--- config.mk ---
export PLATFORM = sky130hd
export DESIGN_NAME = mem_arbiter_flat
export DESIGN_NICKNAME = d
export VERILOG_FILES = /design/src/rtl/mem_arbiter_pkg.sv /design/src/rtl/mem_arbiter_if.sv /design/src/rtl/mem_arbiter.sv /design/src/flat_wrapper.sv
export SDC_FILE = /design/constraint.sdc
export NUM_CORES = 1
export LEC_CHECK = 0
export ABC_AREA = 1
export CORE_MARGIN = 3
export CORE_UTILIZATION = 39
export CTS_CLUSTER_SIZE = 10
export DETAILED_ROUTE_END_ITERATION = 16
export HOLD_SLACK_MARGIN = 0.03
export PLACE_DENSITY = 0.87
export SLEW_MARGIN = 15
export SYNTH_ARGS = -nofsm -noshare
export SYNTH_HDL_FRONTEND = slang
export SYNTH_SLANG_ARGS = --single-unit
--- constraint.sdc ---
create_clock -name clk -period 1.3 [get_ports clk]
set_input_delay 0.26 -clock clk [delete_from_list [all_inputs] [get_ports clk]]
set_output_delay 0.26 -clock clk [all_outputs]
set_load 0.05 [all_outputs]
--- src/rtl/mem_arbiter_pkg.sv ---
// Shared types and helpers for the two-port system-memory arbiter.
package mem_arb_pkg;

    localparam int MA_ADDR_W  = 14;
    localparam int MA_WDATA_W = 16;
    localparam int MA_RDATA_W = 8;
    localparam int MA_TIMEOUT = 16;

    typedef enum logic [1:0] {
        IDLE,
        REQ,
        RESP
    } state_t;

    typedef enum logic {
        OWN_FETCH = 1'b0,
        OWN_DATA  = 1'b1
    } owner_t;

    typedef enum logic {
        OP_RD = 1'b0,
        OP_WR = 1'b1
    } op_t;

    // On a tie the port that did not win last time gets the memory.
    function automatic owner_t rr_pick(input logic   f_req,
                                       input logic   d_req,
                                       input owner_t last_grant);
        owner_t pick;
        if (f_req && d_req)
            pick = (last_grant == OWN_DATA) ? OWN_FETCH : OWN_DATA;
        else if (d_req)
            pick = OWN_DATA;
        else
            pick = OWN_FETCH;
        return pick;
    endfunction

endpackage

--- src/rtl/mem_arbiter_if.sv ---
// Requester and MSS handshake bundle; the arbiter is the master of the memory side.
interface mem_arbiter_if
    import mem_arb_pkg::*;
#(
    parameter int ADDR_W  = MA_ADDR_W,
    parameter int WDATA_W = MA_WDATA_W,
    parameter int RDATA_W = MA_RDATA_W
) ();

    logic               f_req;
    logic [ADDR_W-1:0]  f_addr;
    logic               f_resp;
    logic [RDATA_W-1:0] f_rdata;
    logic               f_err;

    logic               d_read;
    logic               d_write;
    logic [ADDR_W-1:0]  d_addr;
    logic [WDATA_W-1:0] d_wdata;
    logic               d_resp;
    logic               d_err;
    logic [RDATA_W-1:0] d_rdata;

    logic               mem_read_req;
    logic               mem_write_req;
    logic [ADDR_W-1:0]  mem_addr;
    logic [WDATA_W-1:0] mem_wdata;
    logic [RDATA_W-1:0] mem_rdata;
    logic               mem_resp;

    logic               busy;
    logic               owner;

    modport master (
        input  f_req, f_addr,
        output f_resp, f_rdata, f_err,
        input  d_read, d_write, d_addr, d_wdata,
        output d_resp, d_err, d_rdata,
        output mem_read_req, mem_write_req, mem_addr, mem_wdata,
        input  mem_rdata, mem_resp,
        output busy, owner
    );

    modport slave (
        output f_req, f_addr,
        input  f_resp, f_rdata, f_err,
        output d_read, d_write, d_addr, d_wdata,
        input  d_resp, d_err, d_rdata,
        input  mem_read_req, mem_write_req, mem_addr, mem_wdata,
        output mem_rdata, mem_resp,
        input  busy, owner
    );

endinterface

--- src/rtl/mem_arbiter.sv ---
// Round-robin arbiter between instruction fetch (read-only) and the load/store
// unit for the single MSS handshake, with a per-request timeout.
module mem_arbiter
    import mem_arb_pkg::*;
#(
    parameter int ADDR_W  = MA_ADDR_W,
    parameter int WDATA_W = MA_WDATA_W,
    parameter int RDATA_W = MA_RDATA_W,
    parameter int TIMEOUT = MA_TIMEOUT
) (
    input  logic          clk,
    input  logic          reset,
    mem_arbiter_if.master bus
);

    localparam int CNT_W = (TIMEOUT > 2) ? $clog2(TIMEOUT) : 1;
    localparam logic [CNT_W-1:0] CNT_LAST = CNT_W'(TIMEOUT - 1);

    state_t           state;
    owner_t           last_grant;
    owner_t           own;
    op_t              op;
    logic [CNT_W-1:0] cnt;

    logic   d_any;
    op_t    d_op;
    owner_t pick;
    logic   done;

    // A simultaneous read and write from the data port is resolved as a write.
    assign d_any = bus.d_read | bus.d_write;
    assign d_op  = bus.d_write ? OP_WR : OP_RD;
    assign pick  = rr_pick(bus.f_req, d_any, last_grant);
    assign done  = bus.mem_resp || (cnt == CNT_LAST);

    always_ff @(posedge clk) begin
        if (reset) begin
            state             <= IDLE;
            last_grant        <= OWN_DATA;
            own               <= OWN_FETCH;
            op                <= OP_RD;
            cnt               <= '0;
            bus.mem_read_req  <= 1'b0;
            bus.mem_write_req <= 1'b0;
            bus.mem_addr      <= '0;
            bus.mem_wdata     <= '0;
            bus.f_resp        <= 1'b0;
            bus.f_rdata       <= '0;
            bus.f_err         <= 1'b0;
            bus.d_resp        <= 1'b0;
            bus.d_rdata       <= '0;
            bus.d_err         <= 1'b0;
            bus.busy          <= 1'b0;
            bus.owner         <= 1'b0;
        end else begin
            bus.f_resp <= 1'b0;
            bus.d_resp <= 1'b0;

            case (state)
                IDLE: begin
                    if (bus.f_req || d_any) begin
                        own       <= pick;
                        bus.owner <= pick;
                        bus.busy  <= 1'b1;
                        cnt       <= '0;
                        state     <= REQ;
                        if (pick == OWN_DATA) begin
                            op                <= d_op;
                            bus.mem_addr      <= bus.d_addr;
                            bus.mem_wdata     <= bus.d_wdata;
                            bus.mem_read_req  <= (d_op == OP_RD);
                            bus.mem_write_req <= (d_op == OP_WR);
                        end else begin
                            op                <= OP_RD;
                            bus.mem_addr      <= bus.f_addr;
                            bus.mem_read_req  <= 1'b1;
                            bus.mem_write_req <= 1'b0;
                        end
                    end
                end

                REQ: begin
                    cnt <= cnt + 1'b1;
                    // A response on the timeout edge still counts as a response.
                    if (done) begin
                        bus.mem_read_req  <= 1'b0;
                        bus.mem_write_req <= 1'b0;
                        state             <= RESP;
                        if (own == OWN_FETCH) begin
                            bus.f_resp  <= 1'b1;
                            bus.f_err   <= ~bus.mem_resp;
                            bus.f_rdata <= bus.mem_resp ? bus.mem_rdata : '0;
                        end else begin
                            bus.d_resp <= 1'b1;
                            bus.d_err  <= ~bus.mem_resp;
                            if (!bus.mem_resp)
                                bus.d_rdata <= '0;
                            else if (op == OP_RD)
                                bus.d_rdata <= bus.mem_rdata;
                        end
                    end
                end

                RESP: begin
                    last_grant <= own;
                    bus.busy   <= 1'b0;
                    state      <= IDLE;
                end

                default: begin
                    state    <= IDLE;
                    bus.busy <= 1'b0;
                end
            endcase
        end
    end

endmodule

--- src/flat_wrapper.sv ---
// flat-port wrapper written by rule: the top's interface ports become plain ports
module mem_arbiter_flat import mem_arb_pkg::*;
#(
    parameter int ADDR_W  = MA_ADDR_W,
    parameter int WDATA_W = MA_WDATA_W,
    parameter int RDATA_W = MA_RDATA_W,
    parameter int TIMEOUT = MA_TIMEOUT
)
  (clk, reset, bus_f_req, bus_f_addr, bus_f_resp, bus_f_rdata, bus_f_err, bus_d_read, bus_d_write, bus_d_addr, bus_d_wdata, bus_d_resp, bus_d_err, bus_d_rdata, bus_mem_read_req, bus_mem_write_req, bus_mem_addr, bus_mem_wdata, bus_mem_rdata, bus_mem_resp, bus_busy, bus_owner);
  mem_arbiter_if #(.ADDR_W(ADDR_W), .WDATA_W(WDATA_W), .RDATA_W(RDATA_W)) bus_i ();
  input  logic clk;
  input  logic reset;
  input wire logic [$bits(bus_i.f_req)-1:0] bus_f_req;
  input wire logic [$bits(bus_i.f_addr)-1:0] bus_f_addr;
  output wire logic [$bits(bus_i.f_resp)-1:0] bus_f_resp;
  output wire logic [$bits(bus_i.f_rdata)-1:0] bus_f_rdata;
  output wire logic [$bits(bus_i.f_err)-1:0] bus_f_err;
  input wire logic [$bits(bus_i.d_read)-1:0] bus_d_read;
  input wire logic [$bits(bus_i.d_write)-1:0] bus_d_write;
  input wire logic [$bits(bus_i.d_addr)-1:0] bus_d_addr;
  input wire logic [$bits(bus_i.d_wdata)-1:0] bus_d_wdata;
  output wire logic [$bits(bus_i.d_resp)-1:0] bus_d_resp;
  output wire logic [$bits(bus_i.d_err)-1:0] bus_d_err;
  output wire logic [$bits(bus_i.d_rdata)-1:0] bus_d_rdata;
  output wire logic [$bits(bus_i.mem_read_req)-1:0] bus_mem_read_req;
  output wire logic [$bits(bus_i.mem_write_req)-1:0] bus_mem_write_req;
  output wire logic [$bits(bus_i.mem_addr)-1:0] bus_mem_addr;
  output wire logic [$bits(bus_i.mem_wdata)-1:0] bus_mem_wdata;
  input wire logic [$bits(bus_i.mem_rdata)-1:0] bus_mem_rdata;
  input wire logic [$bits(bus_i.mem_resp)-1:0] bus_mem_resp;
  output wire logic [$bits(bus_i.busy)-1:0] bus_busy;
  output wire logic [$bits(bus_i.owner)-1:0] bus_owner;
  assign bus_i.f_req = bus_f_req;
  assign bus_i.f_addr = bus_f_addr;
  assign bus_f_resp = bus_i.f_resp;
  assign bus_f_rdata = bus_i.f_rdata;
  assign bus_f_err = bus_i.f_err;
  assign bus_i.d_read = bus_d_read;
  assign bus_i.d_write = bus_d_write;
  assign bus_i.d_addr = bus_d_addr;
  assign bus_i.d_wdata = bus_d_wdata;
  assign bus_d_resp = bus_i.d_resp;
  assign bus_d_err = bus_i.d_err;
  assign bus_d_rdata = bus_i.d_rdata;
  assign bus_mem_read_req = bus_i.mem_read_req;
  assign bus_mem_write_req = bus_i.mem_write_req;
  assign bus_mem_addr = bus_i.mem_addr;
  assign bus_mem_wdata = bus_i.mem_wdata;
  assign bus_i.mem_rdata = bus_mem_rdata;
  assign bus_i.mem_resp = bus_mem_resp;
  assign bus_busy = bus_i.busy;
  assign bus_owner = bus_i.owner;
  mem_arbiter #(.ADDR_W(ADDR_W), .WDATA_W(WDATA_W), .RDATA_W(RDATA_W), .TIMEOUT(TIMEOUT)) u_core (.clk(clk), .reset(reset), .bus(bus_i));
endmodule
==> run_1/flops_by_reg.png <==
Bar = 20 um. Other sequential cells in the stronger gray, the rest of the logic in the fainter gray.
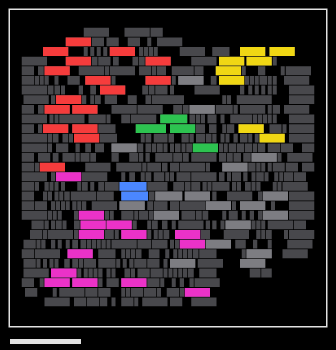
Magenta is u_core.bus.mem_addr, flops 14. Green is u_core.cnt, flops 4. Yellow is u_core.bus.d_rdata, flops 8, where upper right. Red is u_core.bus.mem_wdata, flops 16, where upper left. Blue is u_core.state, flops 2.

==> run_1/congestion.png <==
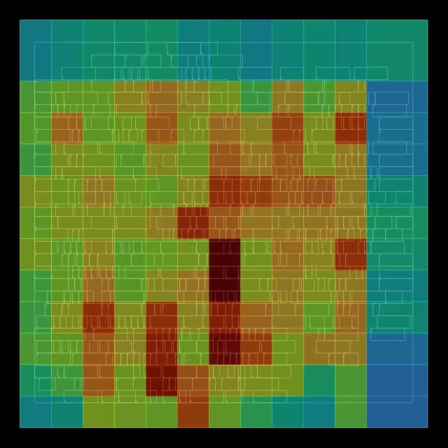
Global Route met3 Usage: 5.53%
overall global routing resource usage: 21.7%
met1 Track Usage GR: 23.8%
WL per Instance: 14.0 um
GRT Max-Usage Layer: met2

==> run_1/clk_routes.png <==
Bar = 20 um.
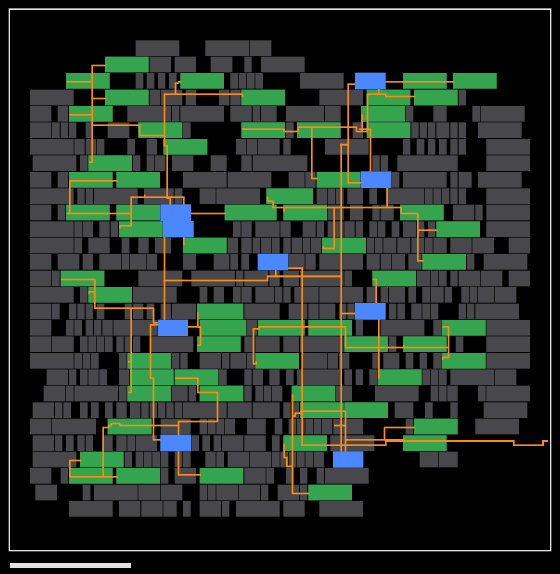
Green is flip-flops, count 62. Orange is clock wires, length 751 um. Blue is clock drivers, count 9.
There are 10 routed clock nets.
Clk power: 1.50 mW
share of power burned in the clock network: 25.0%
worst skew pair latency: 0.33 ns
setup clock skew after layout: 0.00662 ns

==> Implementation_results.wiki, run 1 <==
== Flow metrics ==
{| class="wikitable"
! Metric !! Value
|-
| Leading cell types by total area after synthesis || sky130_fd_sc_hd__dfxtp_1 46%, sky130_fd_sc_hd__nor2_1 13%, sky130_fd_sc_hd__nand2_1 12%, sky130_fd_sc_hd__inv_1 6.1%, sky130_fd_sc_hd__o21ai_0 5.9%
|-
| Die footprint || 7960 um^2
|-
| Average footprint of a synthesized cell || around 7 um^2
|-
| Warning total across the stage logs || 28
|-
| CTS tree || done
|-
| Worst Path Arrival || 1.56 ns
|-
| Seq/total area || 25.6%
|-
| Final net count || between 500 and 600
|-
| Failing checks || setup timing
|-
| Post-synth EDFFs || 0
|-
| Largest logic family || simple AND/OR/NAND/NOR gates
|-
| Boundary pin count || approximately 110
|-
| Number of inserted filler cells in the final layout || roughly 440
|-
| CTS buffer count || 9
|-
| MI comb area || 1240 um^2
|-
| Sinks on Clock Net || about 62
|-
| Placement Rows || 29
|-
| Gp weighted congestion || roughly 0.88
|-
| Result of the run || finished, violations left
|-
| Setup WS post-layout || -0.00774 ns
|-
| Setup Viol. Count Final || 1
|-
| Sequential Area || between 1000 and 1500 um^2
|}
## run 1: metrics by stage
step / area, um^2 / utilization (%) / instances / hold slack (ns)
after detailed placement: 4520 / 69.2 / 579 / 0.478
final: 4880 / 74.8 / 598 / 0.497
after CTS: 4760 / 72.9 / 594 / 0.483
after floorplan: 2700 / - / 387 / 0.395
after global routing: 4880 / 74.8 / 598 / 0.517
after global placement: 4520 / 69.2 / 579 / 0.457
## run 1: where the power goes
group          leakage [nW]  internal [mW]  switching, mW  total (mW)
logic                  1.61           1.05           1.16        2.21
registers             0.512           2.09          0.201        2.29
clock network        0.0914          0.825          0.672        1.50
## run 1: worst max-delay path, cell delays in order (launching register included)
cell,delay (ns)
sky130_fd_sc_hd__dfxtp_4,0.35
sky130_fd_sc_hd__ha_4,0.17
sky130_fd_sc_hd__nand3_4,0.11
sky130_fd_sc_hd__nand2_8,0.08
sky130_fd_sc_hd__buf_4,0.15
sky130_fd_sc_hd__nand2_1,0.12
sky130_fd_sc_hd__nand2_1,0.10
sky130_fd_sc_hd__a21oi_2,0.15
## run 1: per-layer routing
metal  share of wire [%]  wire length, um
met1                  37             3120
met4                 2.3              193
met2                  53             4410
met5                   0                0
met3                 7.6              631
## run 1: worst paths after layout
check	endpoint	startpoint	cells past startpoint	slack [ns]
setup reg to reg	u_core.bus.mem_read_req	u_core.cnt[0]	7	-0.008
setup / recovery	u_core.bus.mem_read_req	u_core.cnt[0]	7	-0.008
hold reg to reg	u_core.last_grant	u_core.last_grant	2	0.50
hold / removal	u_core.last_grant	u_core.last_grant	2	0.50
## run 1: timing repair
item	in CTS	in global routing
buffers inserted	0	4
cloned	1	0
pin swaps	1	8
resized	10	33
endpoints found under the setup margin	19	45
==> run_1/placement_by_type.png <==
Bar = 20 um.
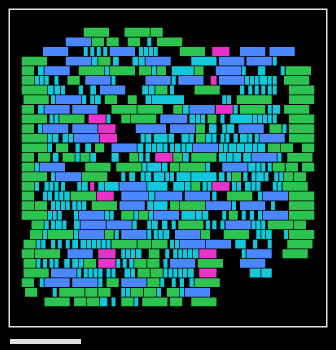

==> run 2, diff against run 1 <==
--- a/config.mk
+++ b/config.mk
@@ -6,12 +6,12 @@
 export NUM_CORES = 1
 export LEC_CHECK = 0
 export ABC_AREA = 1
-export CORE_MARGIN = 3
-export CORE_UTILIZATION = 39
+export CORE_MARGIN = 1.5
+export CORE_UTILIZATION = 30
 export CTS_CLUSTER_SIZE = 10
 export DETAILED_ROUTE_END_ITERATION = 16
 export HOLD_SLACK_MARGIN = 0.03
-export PLACE_DENSITY = 0.87
+export PLACE_DENSITY = 0.72
 export SLEW_MARGIN = 15
 export SYNTH_ARGS = -nofsm -noshare
 export SYNTH_HDL_FRONTEND = slang
==> run_2/placement_by_type.png <==
Bar = 20 um.
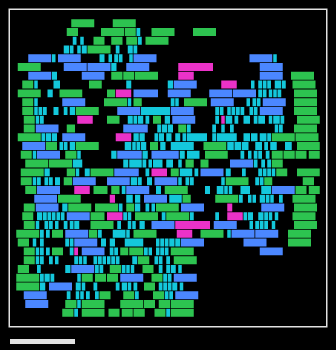
Cyan is combinational and other logic, cells 307, share of their area 29%. Green is other buffers and delay cells, cells 137, share of their area 40%. Blue is flops, cells 62, share of their area 26%. Magenta is clock drivers and dummy loads, cells 16, share of their area 4.5%.

==> run_2/congestion.png <==
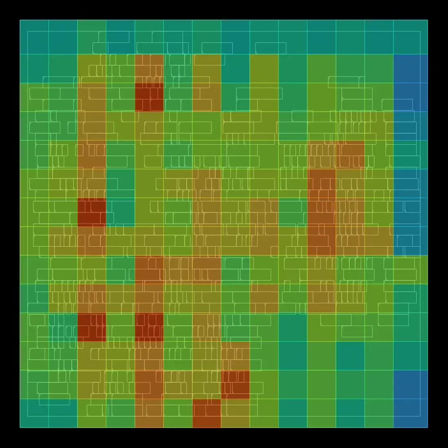
met1 Track Usage GR: 17.0%
overall global routing resource usage: 15.7%
Global Route met3 Usage: 7.59%

==> run_2/clk_routes.png <==
Bar = 20 um.
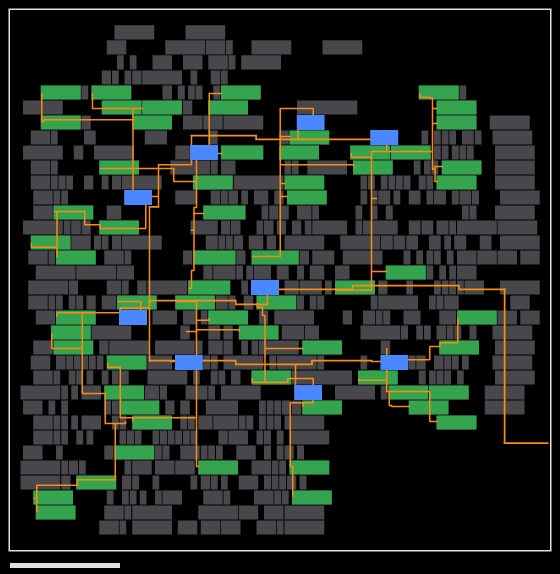
Blue is clock drivers, count 9. Green is flip-flops, count 62. Orange is clock wires, length 832 um.
There are 10 routed clock nets.
Clk power: 1.85 mW
setup clock skew after layout: 0.00658 ns
worst skew pair latency: 0.34 ns

==> Implementation_results.wiki, run 2 <==
== Flow metrics ==
{| class="wikitable"
! Metric !! Value
|-
| Placement Rows || 34
|-
| Setup Viol. Count Final || 0
|-
| Share of power burned in the clock network || around 30%
|-
| WL per Instance || between 10 and 15 um
|-
| Warning total across the stage logs || 27
|-
| Part of the total power dissipated in sequential elements || a little over a third
|-
| Met2 wirelength from detailed routing || 3700 um
|-
| Worst hold slack across all endpoints || approximately 0.37 ns
|-
| Reported sequential group power || about 2.3 mW
|-
| Result of the run || finished clean
|-
| Layout Cells excl Fill || between 600 and 700
|-
| Post-synth EDFFs || 0
|-
| Heaviest power group || sequential cells
|-
| Highest metal used || met4
|-
| Cell occurring most often along the worst timing path || sky130_fd_sc_hd__buf_4
|-
| Number of inserted filler cells in the final layout || between 700 and 800
|-
| Met1 Routed Length || between 3000 and 4000 um
|-
| Worst Path Arrival || roughly 1.5 ns
|-
| Average footprint of a synthesized cell || ~7.0 um^2
|-
| Final net count || between 500 and 600
|-
| Cell area after layout || ~5000 um^2
|-
| CTS tree || done
|}
run 2: cell count changes in the layout (fill, tap and decap cells not counted), sizes merged:
| cell | before | now |
|---|---|---|
| clkbuf | 13 | 12 |
| dlymetal6s2s | 1 | 3 |
| clkinv | 1 | 2 |
| clkdlybuf4s50 | 55 | 54 |
| buf | 81 | 80 |
| bufinv | 0 | 2 |
| dlygate4sd2 | 1 | 0 |
run 2: timing repair:
item | CTS | global route
pin swaps | 2 | 11
hold buffers | 0 | 0
buffers inserted | 1 | 7
cloned | 1 | 1
gates resized | 10 | 26
endpoints found under the setup margin | 18 | 43
run 2: cells by family (layout without fill, tap and decap cells):
| kind of cell | after synthesis | after routing | synth area share [%] |
|---|---|---|---|
| and+or+nand+nor | 203 | 203 | 31.9 |
| buffers and inverters | 67 | 202 | 11.4 |
| DFF | 62 | 62 | 45.9 |
| AOI/OAI and AO/OA | 54 | 54 | 10.3 |
| adders and majority gates | 1 | 1 | 0.463 |
run 2: final cells by class:
type / instances / area (um^2) / share of cell area (%)
clock buffers: 12 / 145 / 2.93
clock inverters: 4 / 70.1 / 1.41
inverters: 49 / 191 / 3.86
multi-input cells: 258 / 1220 / 24.6
flip-flops and latches: 62 / 1250 / 25.2
well taps: 108 / 135 / 2.72
repair buffers: 137 / 1950 / 39.3
run 2: path summary, 6_finish.rpt:
kind / to / start / depth (start not counted)
setup reg to reg: u_core.bus.mem_wdata[11] / u_core.last_grant / 8
hold reg to reg: u_core.op / u_core.op / 2
setup / recovery: u_core.bus.mem_wdata[11] / u_core.last_grant / 8
hold / removal: u_core.bus.mem_write_req / bus_d_write / 3
==> run_2/logic_types.png <==
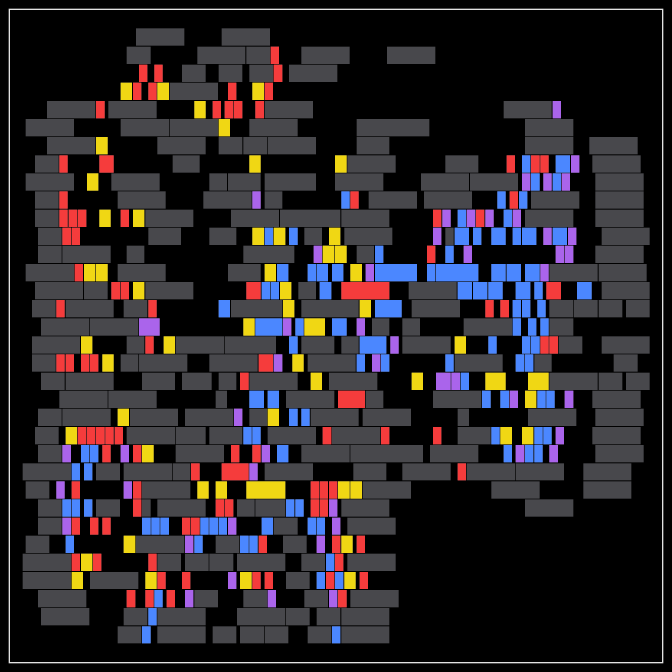

==> run 3, diff against run 2 <==
--- a/config.mk
+++ b/config.mk
@@ -10,8 +10,9 @@
 export CORE_UTILIZATION = 30
 export CTS_CLUSTER_SIZE = 10
 export DETAILED_ROUTE_END_ITERATION = 16
+export DONT_BUFFER_PORTS = 1
 export HOLD_SLACK_MARGIN = 0.03
-export PLACE_DENSITY = 0.72
+export PLACE_DENSITY = 0.55
 export SLEW_MARGIN = 15
 export SYNTH_ARGS = -nofsm -noshare
 export SYNTH_HDL_FRONTEND = slang
==> run_3/logic_types.png <==
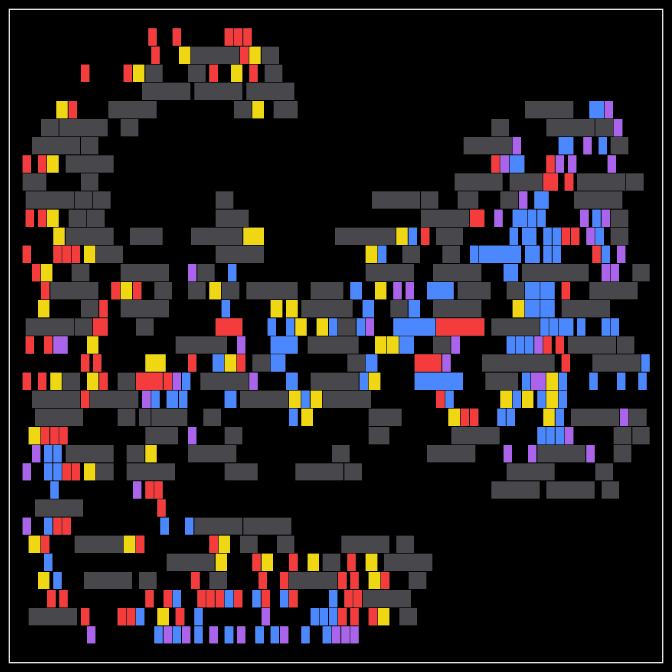
Purple is inverters, cells 49, where spread over the die. Red is NOR gates, cells 98, where spread over the die. Yellow is inverting AOI/OAI gates, cells 54, where spread over the die. Blue is NAND gates, cells 106.
Layout Cells excl Fill: 563
share of the final layout cell area in multi-input gates: 34.0%
most numerous logic cell after layout: sky130_fd_sc_hd__nor2_1

==> run_3/congestion.png <==
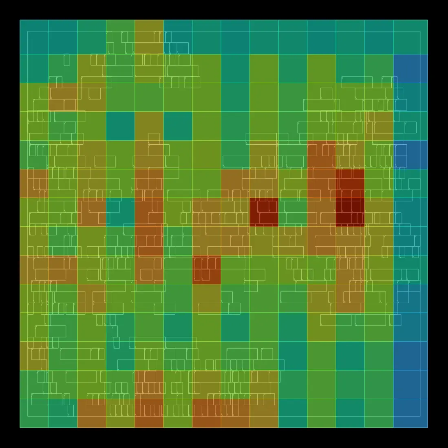
overall global routing resource usage: 14.6%
GR Util met2: 23.1%
final standard cell utilization of the core: 41.1%
met1 Track Usage GR: 17.5%
Global Route met3 Usage: 6.44%

==> Implementation_results.wiki, run 3 <==
== Flow metrics ==
{| class="wikitable"
! Metric !! Value
|-
| Warning total across the stage logs || 27
|-
| Worst hold slack across all endpoints || 0.0470 ns
|-
| Switching part of the total power || 36.9%
|-
| Part of the total power dissipated in sequential elements || 41.0%
|-
| MI comb area || approximately 1200 um^2
|-
| Boundary pin count || 112
|-
| Reg-to-reg setup timing slack || around 0.06 ns
|-
| WL per Instance || 12.3 um
|-
| Setup clock skew after layout || slightly above 0.009 ns
|-
| Capture endpoint of the worst hold path || u_core.bus.mem_wdata[7]
|-
| Average footprint of a synthesized cell || roughly 7 um^2
|-
| Terminus of the critical flop-to-flop path || u_core.bus.d_rdata[4]
|-
| Worst Path Arrival || 0.99 ns
|-
| Final net count || 509
|-
| Leading cell types by total area after synthesis || sky130_fd_sc_hd__dfxtp_1 46%, sky130_fd_sc_hd__nor2_1 13%, sky130_fd_sc_hd__nand2_1 12%, sky130_fd_sc_hd__inv_1 6.1%, sky130_fd_sc_hd__o21ai_0 5.9%
|-
| Power drawn by the combinational cells || 1.50 mW
|-
| Startpoint of the lowest-slack register-to-register path || u_core.cnt[1]
|-
| Part of the total power dissipated in combinational logic || around 28%
|-
| CP Launch Point || u_core.bus.f_rdata[7]
|-
| Setup Viol. Count Final || 0
|-
| Cell depth of the worst hold path || 2
|-
| CTS tree || done
|-
| Result of the run || finished clean
|-
| Number of inserted filler cells in the final layout || 902
|-
| Sequential Area || between 1000 and 1500 um^2
|-
| Worst skew pair latency || between 0.3 and 0.4 ns
|-
| Hold Path Origin || bus_d_wdata[7]
|}
==> run_3/placement_by_type.png <==
Bar = 20 um.
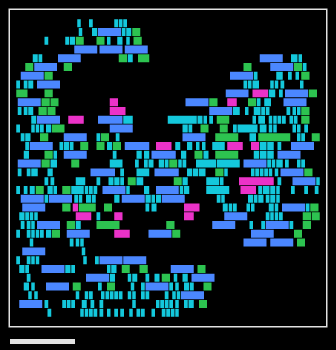
Cyan is combinational and other logic, cells 308, share of their area 41%. Blue is flops, cells 62, share of their area 36%. Green is other buffers and delay cells, cells 69, share of their area 17%. Magenta is clock drivers and dummy loads, cells 16, share of their area 5.8%.
Seq/total area: 34.8%
Placement Rows: 34
placeable core area: 8720 um^2

-- run 3: through the flow --
stage / total power, mW / setup TNS [ns] / setup WS (ns) / instances / area (um^2)
after detailed placement: 3.69 / -0.0652 / -0.0216 / 536 / 3180
after global placement: 3.67 / 0 / 0.0297 / 536 / 3180
after floorplan: 3.32 / 0 / 0.0297 / 387 / 2700
final: 5.45 / 0 / 0.0509 / 563 / 3590
after CTS: 5.46 / 0 / 0.00506 / 554 / 3450
after global routing: 5.77 / -0.161 / -0.0334 / 563 / 3590
-- run 3: metal layers --
metal	vias up	track usage (%)	share of wire [%]	wire, um
met3	13	6.44	9.3	642
met4	0	5.16	1.8	125
met5	-	0	0	0
met2	93	23.1	45	3130
li1	1312	-	-	-
met1	1152	17.5	44	3000
-- run 3: layout make-up --
type	instances	area share, %
clock buffer	9	3.45
clock inverter	7	2.09
multi-input combinational	259	34.0
tap	108	3.77
timing repair buffer	69	16.6
sequential	62	34.8
inverter	49	5.27
-- run 3: cells by family after synthesis --
family                     synth area share [%]
buffers and inverters                      11.4
DFF                                        45.9
adders and majority gates                 0.463
AOI/OAI and AO/OA                          10.3
and+or+nand+nor                            31.9
-- run 3: what timing repair did --
action	CTS	global route
cloned	1	2
endpoints found under the hold margin	10	1
setup endpoints to repair	10	43
pin swaps	1	12
hold buffers	1	1
buffers inserted	0	6
resized	7	24
-- run 3: worst max path at each step --
stage                                        to  slack, ns  cells after the start
after floorplan                u_core.bus.d_err       0.03                      7
final                            bus_f_rdata[7]       0.05                      0
after global routing      u_core.bus.d_rdata[4]      -0.03                      8
after CTS                             bus_owner      0.005                      1
after global placement    u_core.bus.f_rdata[7]       0.03                      8
after detailed placement  u_core.bus.f_rdata[7]      -0.02                      8
No activity file was given, so power comes from the tool's default toggle rates.
